<file path="config.mk">
export PLATFORM = sky130hd
export DESIGN_NAME = regfile_test_driver
export DESIGN_NICKNAME = d
export VERILOG_FILES = /design/src/rtl/regfile_test_pkg.sv /design/src/rtl/regfile_test_checker.sv /design/src/rtl/regfile_test_driver.sv
export SDC_FILE = /design/constraint.sdc
export NUM_CORES = 1
export LEC_CHECK = 0
export ABC_AREA = 1
export ABC_CLOCK_PERIOD_IN_PS = 3130
export CAP_MARGIN = 40
export CORE_MARGIN = 2
export CORE_UTILIZATION = 45
export CTS_BUF_LIST = sky130_fd_sc_hd__clkbuf_16
export CTS_CLUSTER_SIZE = 14
export DETAILED_ROUTE_END_ITERATION = 8
export PLACE_DENSITY_LB_ADDON = 0.3
export SLEW_MARGIN = 20
export SYNTH_ARGS = -nofsm -noshare
export SYNTH_HDL_FRONTEND = slang
export SYNTH_SLANG_ARGS = --single-unit
</file>
<file path="constraint.sdc">
create_clock -name clock -period 3.13 [get_ports clock]
set_input_delay 0.4695 -clock clock [delete_from_list [all_inputs] [get_ports clock]]
set_output_delay 0.4695 -clock clock [all_outputs]
set_load 0.02 [all_outputs]
</file>
<file path="src/rtl/regfile_test_pkg.sv">
// regfile_test_pkg: shared widths, FSM states and sweep pattern for the regfile test driver
// Contents: REG_ADDR_W, DATA_W, state_t, pat(seed, i, p).
package regfile_test_pkg;
    localparam int REG_ADDR_W = 5;
    localparam int DATA_W = 32;
    typedef enum logic [2:0] {ST_IDLE, ST_WRITE, ST_RD_ADDR, ST_RD_WAIT, ST_CHECK, ST_NEXT, ST_DONE} state_t;
    function automatic logic [DATA_W-1:0] pat(input logic [DATA_W-1:0] seed, input logic [REG_ADDR_W-1:0] i, input logic p);
        return seed ^ {27'b0, i} ^ {i, 27'b0} ^ {DATA_W{p}};
    endfunction
endpackage

</file>
<file path="src/rtl/regfile_test_checker.sv">
// regfile_test_checker: combinational expected-value compare for read ports A and B
// Ports: phase (pattern phase), addr_a/addr_b (registers being read),
//        data_a/data_b (raw read data), miss_a/miss_b (mismatch flags).
// Register 0 is hardwired to zero, so its expected value is always 0.
module regfile_test_checker import regfile_test_pkg::*; #(
    parameter logic [DATA_W-1:0] SEED = 32'hA5C3_0F69
) (
    input  logic                  phase,
    input  logic [REG_ADDR_W-1:0] addr_a,
    input  logic [REG_ADDR_W-1:0] addr_b,
    input  logic [DATA_W-1:0]     data_a,
    input  logic [DATA_W-1:0]     data_b,
    output logic                  miss_a,
    output logic                  miss_b
);
    logic [DATA_W-1:0] exp_a, exp_b;
    assign exp_a = addr_a == '0 ? '0 : pat(SEED, addr_a, phase);
    assign exp_b = addr_b == '0 ? '0 : pat(SEED, addr_b, phase);
    assign miss_a = data_a != exp_a;
    assign miss_b = data_b != exp_b;
endmodule

</file>
<file path="src/rtl/regfile_test_driver.sv">
// regfile_test_driver: write/read-back sweep of the regfile through its test-mode port
// Ports: clock, reset (async active-low), start (pulse, ignored unless idle);
//        test/t_ctrl_*/t_data_writeReg drive the regfile test port, t_data_readRegA/B return data;
//        busy, done (pulse), pass (sticky), err_count (saturating), first_fail_reg;
//        fail_data_a/b hold port data at the first mismatch when REGFILE_TEST_TRACE_EN is defined, else 0.
// Every output is a register; done, pass, test and busy all change on the edge leaving DONE.
module regfile_test_driver import regfile_test_pkg::*; #(
    parameter int NUM_REGS = 32,
    parameter logic [DATA_W-1:0] SEED = 32'hA5C3_0F69,
    parameter int WR_HOLD = 4,
    parameter int RD_WAIT = 2
) (
    input  logic                  clock,
    input  logic                  reset,
    input  logic                  start,
    output logic                  test,
    output logic                  t_ctrl_writeEnable,
    output logic [REG_ADDR_W-1:0] t_ctrl_writeReg,
    output logic [REG_ADDR_W-1:0] t_ctrl_readRegA,
    output logic [REG_ADDR_W-1:0] t_ctrl_readRegB,
    output logic [DATA_W-1:0]     t_data_writeReg,
    input  logic [DATA_W-1:0]     t_data_readRegA,
    input  logic [DATA_W-1:0]     t_data_readRegB,
    output logic                  busy,
    output logic                  done,
    output logic                  pass,
    output logic [7:0]            err_count,
    output logic [REG_ADDR_W-1:0] first_fail_reg,
    output logic [DATA_W-1:0]     fail_data_a,
    output logic [DATA_W-1:0]     fail_data_b
);
    localparam logic [REG_ADDR_W-1:0] LAST = REG_ADDR_W'(NUM_REGS - 1);
    localparam logic [REG_ADDR_W-1:0] HALF = REG_ADDR_W'(NUM_REGS / 2);
    localparam logic [15:0] WH_LAST = 16'(WR_HOLD - 1);
    localparam logic [15:0] WH_END = 16'(WR_HOLD);
    localparam logic [15:0] RW_LAST = 16'(RD_WAIT - 1);
    state_t state;
    logic [REG_ADDR_W-1:0] idx;
    logic phase;
    logic [15:0] cnt;
    logic miss_a, miss_b;
    logic [8:0] err_sum;
    assign err_sum = {1'b0, err_count} + {8'b0, miss_a} + {8'b0, miss_b};
    regfile_test_checker #(.SEED(SEED)) u_checker (
        .phase (phase),
        .addr_a(t_ctrl_readRegA),
        .addr_b(t_ctrl_readRegB),
        .data_a(t_data_readRegA),
        .data_b(t_data_readRegB),
        .miss_a(miss_a),
        .miss_b(miss_b)
    );
    always_ff @(posedge clock or negedge reset) begin
        if (!reset) begin
            state <= ST_IDLE;
            idx <= '0;
            phase <= 1'b0;
            cnt <= '0;
            test <= 1'b0;
            busy <= 1'b0;
            done <= 1'b0;
            pass <= 1'b0;
            t_ctrl_writeEnable <= 1'b0;
            t_ctrl_writeReg <= '0;
            t_ctrl_readRegA <= '0;
            t_ctrl_readRegB <= '0;
            t_data_writeReg <= '0;
            err_count <= '0;
            first_fail_reg <= '0;
        end else begin
            done <= 1'b0;
            case (state)
                ST_IDLE: if (start) begin
                    err_count <= '0;
                    first_fail_reg <= '0;
                    pass <= 1'b0;
                    test <= 1'b1;
                    busy <= 1'b1;
                    idx <= '0;
                    phase <= 1'b0;
                    cnt <= '0;
                    t_ctrl_writeEnable <= 1'b1;
                    t_ctrl_writeReg <= '0;
                    t_data_writeReg <= pat(SEED, '0, 1'b0);
                    state <= ST_WRITE;
                end
                // we high for WR_HOLD cycles, then one quiet cycle before address/data move on
                ST_WRITE: begin
                    cnt <= cnt + 16'd1;
                    if (cnt == WH_LAST) t_ctrl_writeEnable <= 1'b0;
                    if (cnt == WH_END) begin
                        cnt <= '0;
                        if (idx == LAST) begin
                            idx <= '0;
                            state <= ST_RD_ADDR;
                        end else begin
                            idx <= idx + 1'b1;
                            t_ctrl_writeEnable <= 1'b1;
                            t_ctrl_writeReg <= idx + 1'b1;
                            t_data_writeReg <= pat(SEED, idx + 1'b1, phase);
                        end
                    end
                end
                ST_RD_ADDR: begin
                    t_ctrl_readRegA <= idx;
                    t_ctrl_readRegB <= (idx + HALF) & LAST;
                    cnt <= '0;
                    state <= ST_RD_WAIT;
                end
                ST_RD_WAIT: begin
                    cnt <= cnt + 16'd1;
                    if (cnt == RW_LAST) state <= ST_CHECK;
                end
                // err_count==0 doubles as "no mismatch seen yet" since it saturates, never wraps
                ST_CHECK: begin
                    err_count <= err_sum > 9'd255 ? 8'hFF : err_sum[7:0];
                    if ((miss_a | miss_b) && err_count == 8'd0) first_fail_reg <= miss_a ? t_ctrl_readRegA : t_ctrl_readRegB;
                    state <= ST_NEXT;
                end
                ST_NEXT: begin
                    if (idx != LAST) begin
                        idx <= idx + 1'b1;
                        state <= ST_RD_ADDR;
                    end else if (!phase) begin
                        phase <= 1'b1;
                        idx <= '0;
                        cnt <= '0;
                        t_ctrl_writeEnable <= 1'b1;
                        t_ctrl_writeReg <= '0;
                        t_data_writeReg <= pat(SEED, '0, 1'b1);
                        state <= ST_WRITE;
                    end else begin
                        state <= ST_DONE;
                    end
                end
                ST_DONE: begin
                    pass <= err_count == 8'd0;
                    done <= 1'b1;
                    test <= 1'b0;
                    busy <= 1'b0;
                    state <= ST_IDLE;
                end
                default: state <= ST_IDLE;
            endcase
        end
    end
`ifdef REGFILE_TEST_TRACE_EN
    always_ff @(posedge clock or negedge reset) begin
        if (!reset) begin
            fail_data_a <= '0;
            fail_data_b <= '0;
        end else if (state == ST_IDLE && start) begin
            fail_data_a <= '0;
            fail_data_b <= '0;
        end else if (state == ST_CHECK && (miss_a | miss_b) && err_count == 8'd0) begin
            fail_data_a <= t_data_readRegA;
            fail_data_b <= t_data_readRegB;
        end
    end
`else
    assign fail_data_a = '0;
    assign fail_data_b = '0;
`endif
endmodule
</file>
==> flow_summary.ini, run 1 <==
; generated from flow reports
[timing]
relSlewSlack_pct = 47.6
finalSetupViolCount = 0
tns_ps = 0
fin_ws_ps = 114

[logic_synthesis]
ys_cells = 729
ys_warn_count = 0
syn_inst = 729

[critical_path]
crit_path_end_kind = register
path_delay_family = simple AND/OR/NAND/NOR gates
worstPathMaxFanout = 6
cpMostUsedCell = nand2_1
crit_buf_inv = 5

[clock_network]
root_buffer = clkbuf_16
cts_setup_buffers = 0

[route]
via_per_inst = 4.86
routed_wirelength_mm = 12.7
met1Wirelength_mm = 5.22
vias = 4907
wl_met3_um = 877
post_drt_wl_per_cell_um = 12.5

[cells_and_area]
diodes = 0
fin_area_um2 = 6600
mostFrequentLayoutCell = nand2_1

[die]
pin_count = 196
coreArea_um2 = 10800

[grt]
grt_max_degree = 39

[place]
place_area_um2 = 6100
portBuffers = 131

[power_and_ir_drop]
fin_total_pwr_mw = 4.37

[run_status]
status = finished, final reports clean
[run 1: where the power goes]
group	total, mW	switching, mW	internal, mW
logic	2.21	1.33	0.874
registers	1.13	0.148	0.980
clock network	1.04	0.348	0.689
[run 1: cell families after synthesis]
kind of cell,count (synthesis),share of synthesized area (%)
and+or+nand+nor,381,32.8
AOI/OAI and AO/OA,80,9.18
buffers and inverters,185,21.8
other,1,0.0758
adders and majority gates,7,1.92
xor gates and xnor gates,11,1.95
DFF,64,32.4
[run 1: layer usage]
metal	track usage [%]	vias up
met1	25.2	2275
met5	0	-
li1	-	2435
met4	6.78	0
met2	38.9	178
met3	3.59	19
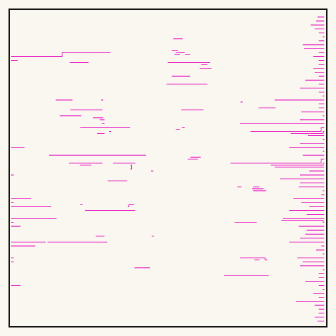
*Metal 3, run 1*
main direction: horizontal
nets with wire on the layer: 130
longest straight run: 33.1 um

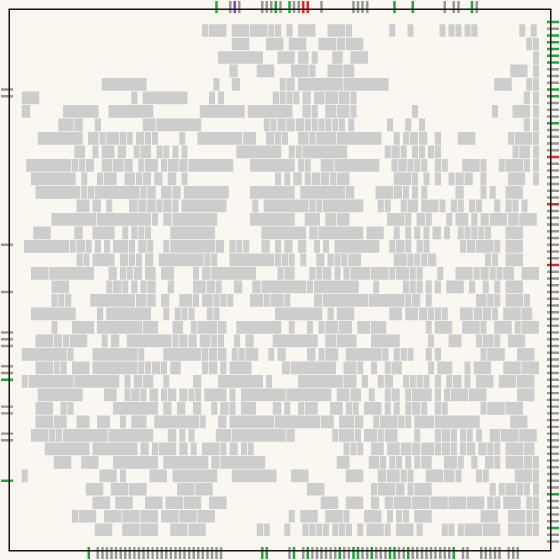
*Pin map, run 1*
Pins as bars across the die edge, other pins in gray.
| port | color | pins | direction | edge |
|---|---|---|---|---|
| first_fail_reg | red | 5 | output | 3 right, 2 top |
| test | purple | 1 | output | top |
| fail_data_a | green | 32 | output | 13 bottom, 11 right, 6 top, 2 left |
all pins by edge: 78 right, 77 bottom, 26 top, 15 left

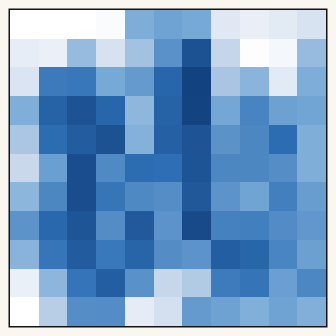
*Local utilization, run 1*
11 x 11 tiles, from white (low) to dark blue (high), 0 to 100% covered.
mean over tiles: 54%
emptiest ninth of the die: upper right
densest ninth of the die: center
nearly empty tiles: 4.1%
fullest tile: 93%

## Run 2: what changed since run 1
--- a/config.mk
+++ b/config.mk
@@ -13,6 +13,7 @@
 export CTS_BUF_LIST = sky130_fd_sc_hd__clkbuf_16
 export CTS_CLUSTER_SIZE = 14
 export DETAILED_ROUTE_END_ITERATION = 8
+export GPL_ROUTABILITY_DRIVEN = 0
 export PLACE_DENSITY_LB_ADDON = 0.3
 export SLEW_MARGIN = 20
 export SYNTH_ARGS = -nofsm -noshare
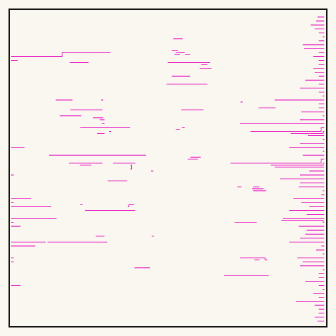
*Metal 3, run 2*
nets with wire on the layer: 130
longest straight run: 33.1 um

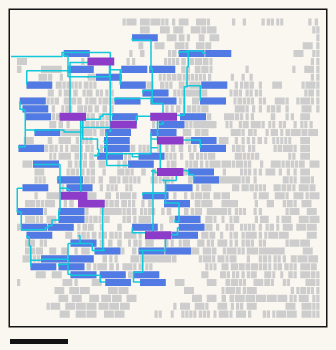
*Clock network drawn from the DEF, run 2*
Bar = 20 um.
[clock wires] cyan | length: 782 um
[flip-flops] blue | count: 64
[cells driving clock nets] purple | count: 9
routed clock nets: 10

==> run 2 against run 1 <==
Non-clock buffer count is the same; combinational power is essentially flat; synthesized area is the same; fmax is the same; global-route usage is the same; cell count is the same; sequential cell count is the same; die area is the same.
==> flow_summary.ini, run 2 <==
; generated from flow reports
[timing]
tns_ps = 0
finalSetupViolCount = 0
relSlewSlack_pct = 47.6

[route]
vias = 4907
post_drt_wl_per_cell_um = 12.5
via_per_inst = 4.86
routed_wirelength_mm = 12.7

[critical_path]
cpMostUsedCell = nand2_1
crit_path_end_kind = register
path_delay_family = simple AND/OR/NAND/NOR gates
worstPathMaxFanout = 6

[cells_and_area]
fin_area_um2 = 6600
mostFrequentLayoutCell = nand2_1

[grt]
met2_usage_pct = 38.9
met1_usage_pct = 25.2
grt_max_degree = 39
busiest_layer = met2

[place]
portBuffers = 131

[power_and_ir_drop]
clkPwrFrac_pct = 23.7
combPwrFrac_pct = 50.5
p_seq_share_pct = 25.8
p_int_mw = 2.54
p_switching_mw = 1.83
p_seq_mw = 1.13
powerClk_mw = 1.04
p_comb_mw = 2.21

[run_status]
status = finished, final reports clean

[die]
pin_count = 196
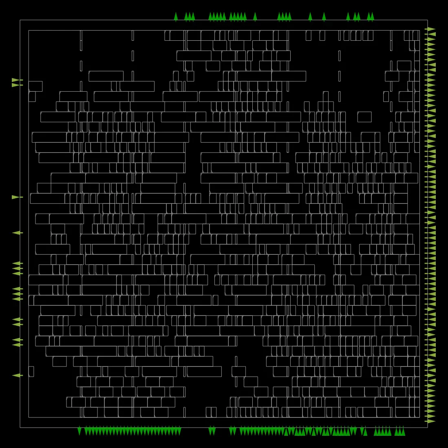
*Cell placement, run 2*
flop share of the area: 24.3%
Final Core Density: 61.1%
core box area: 10800 um2
Seq cells: 64

run 2: logic make-up (layout without fill, tap and decap cells):
logic type,count (synthesis),count (layout),synth area share [%]
and+or+nand+nor,381,381,32.8
buffers and inverters,185,262,21.8
AOI/OAI and AO/OA,80,80,9.18
DFF,64,64,32.4
xor gates and xnor gates,11,11,1.95
adders and majority gates,7,7,1.92
other,1,64,0.0758
run 2: repair_timing:
item	CTS	global route
gates resized	3	25
hold endpoints to repair	0	4
gates cloned	0	2
pin swaps	0	10
setup endpoints to repair	6	8
setup buffers	0	8
hold buffers	0	1
run 2: worst reg2reg max path, delay by kind of cell, from the launching register on:
family / cells / cell delay (ps)
and+or+nand+nor: 15 / 1190
AOI/OAI and AO/OA: 2 / 120
adders and majority gates: 2 / 580
buffers and inverters: 5 / 560
DFF: 1 / 470
### Pin map, run 2

Pins as bars across the die edge, other pins in gray.
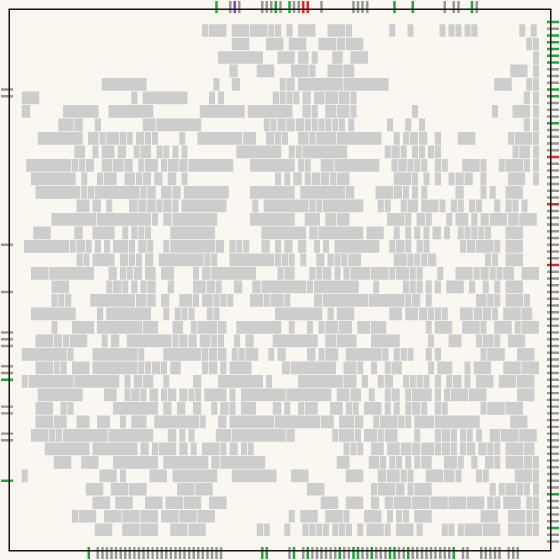

## Run 3: what changed since run 2
--- a/config.mk
+++ b/config.mk
@@ -5,11 +5,10 @@
 export SDC_FILE = /design/constraint.sdc
 export NUM_CORES = 1
 export LEC_CHECK = 0
-export ABC_AREA = 1
-export ABC_CLOCK_PERIOD_IN_PS = 3130
+export ABC_CLOCK_PERIOD_IN_PS = 2560
 export CAP_MARGIN = 40
 export CORE_MARGIN = 2
-export CORE_UTILIZATION = 45
+export CORE_UTILIZATION = 40
 export CTS_BUF_LIST = sky130_fd_sc_hd__clkbuf_16
 export CTS_CLUSTER_SIZE = 14
 export DETAILED_ROUTE_END_ITERATION = 8
==> constraint.sdc (replaced) <==
create_clock -name clock -period 2.56 [get_ports clock]
set_input_delay 0.384 -clock clock [delete_from_list [all_inputs] [get_ports clock]]
set_output_delay 0.384 -clock clock [all_outputs]
set_load 0.02 [all_outputs]
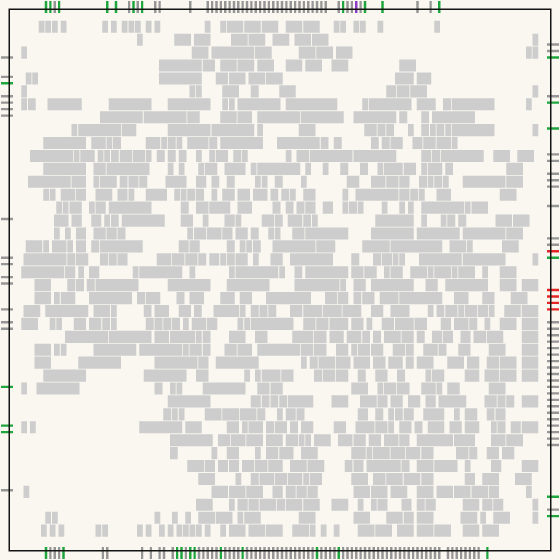
*Pin map, run 3*
Pins as bars across the die edge, other pins in gray.
| port | color | pins | direction | edge |
|---|---|---|---|---|
| test | purple | 1 | output | top |
| fail_data_a | green | 32 | output | 11 top, 11 bottom, 6 right, 4 left |
| first_fail_reg | red | 5 | output | right |

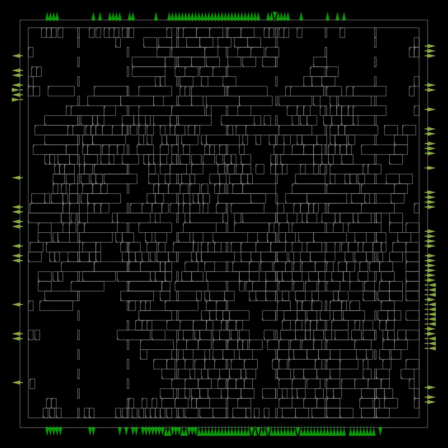
*Cell placement, run 3*
Layout fillers: 1062
final std cells w/o fill: 922

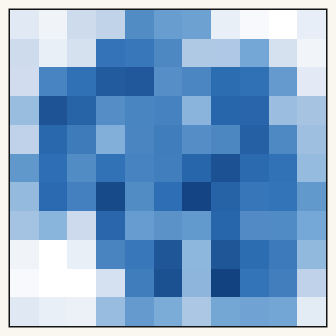
*Local utilization, run 3*
11 x 11 tiles, from white (low) to dark blue (high), 0 to 100% covered.
mean over tiles: 52%
emptiest ninth of the die: lower left
tiles over 75% full: 19%
nearly empty tiles: 3.3%

==> run 3 against run 2 <==
The flow now finishes with violations (setup timing); fmax shrank 12%; combinational power grew 5%; sequential power increased by 24%; largest cell class unchanged; clock-buffer cell count stayed put; wire length is 4.4% higher; via count fell by 4.0%; sequential share of layout area shrank 0.92 points.
==> flow_summary.ini, run 3 <==
; generated from flow reports
[power_and_ir_drop]
p_int_mw = 3.06
powerClk_mw = 1.28
p_comb_mw = 2.31
p_switching_mw = 1.94
clkPwrFrac_pct = 25.7
p_seq_mw = 1.40

[critical_path]
cpMostUsedCell = and3_4
path_delay_family = simple AND/OR/NAND/NOR gates
slowest_stage = or4_4
crit_path_end_kind = register
worstPathMaxFanout = 6

[clock_network]
cts_hold_buffers = 0
cts_setup_buffers = 5
cts_resized = 11

[place]
portBuffers = 131

[die]
pin_count = 196
coreArea_um2 = 11900

[cells_and_area]
inv_count = 21
largest_cell_class = multi-input combinational cells
largest_reg_flops = 16
fin_area_um2 = 6860
seq_share_pct = 23.4
mostFrequentLayoutCell = clkdlybuf4s50_1
final_core_util_pct = 57.9

[route]
via_per_inst = 5.11
post_drt_wl_per_cell_um = 14.3
vias = 4713
routed_wirelength_mm = 13.2

[timing]
finalSetupViolCount = 13
fin_ws_ps = -862
tns_ps = -8370

[grt]
met1_usage_pct = 25.5
met2_usage_pct = 35.1
grt_first_pass_wirelength_mm = 21.3
busiest_layer = met2

[run_status]
violations = setup timing
status = finished with violations

[logic_synthesis]
adder_share_pct = 1.98
aoi_share_pct = 17.2
muxShareOfSynthArea_pct = 2.13
top_logic_kind = simple AND/OR/NAND/NOR gates
[run 3: cell count changes after synthesis, moves of 11 or more]
cell      change
clkbuf_1     +11
nor4_1       +17
nand2_1     -136
and3_1       +11
inv_1        -54
nor2_1       -36
o21ai_0      +16
nand3_1      -30
a21oi_1      +11
[run 3: worst max-delay path by stage]
stage / cells past startpoint / slack, ps / from / end
2_1_floorplan: 16 / -920 / t_ctrl_readRegA[3] / err_count[1]
3_3_place_gp: 14 / -1040 / t_data_readRegB[17] / err_count[1]
3_5_place_dp: 14 / -1140 / t_data_readRegB[17] / err_count[1]
4_1_cts: 15 / -920 / t_ctrl_readRegA[1] / err_count[5]
5_1_grt: 15 / -1010 / t_ctrl_readRegA[2] / err_count[5]
6_report: 15 / -860 / t_ctrl_readRegA[0] / err_count[1]
Power figures rest on the tool's default switching activity, not on a simulated workload.
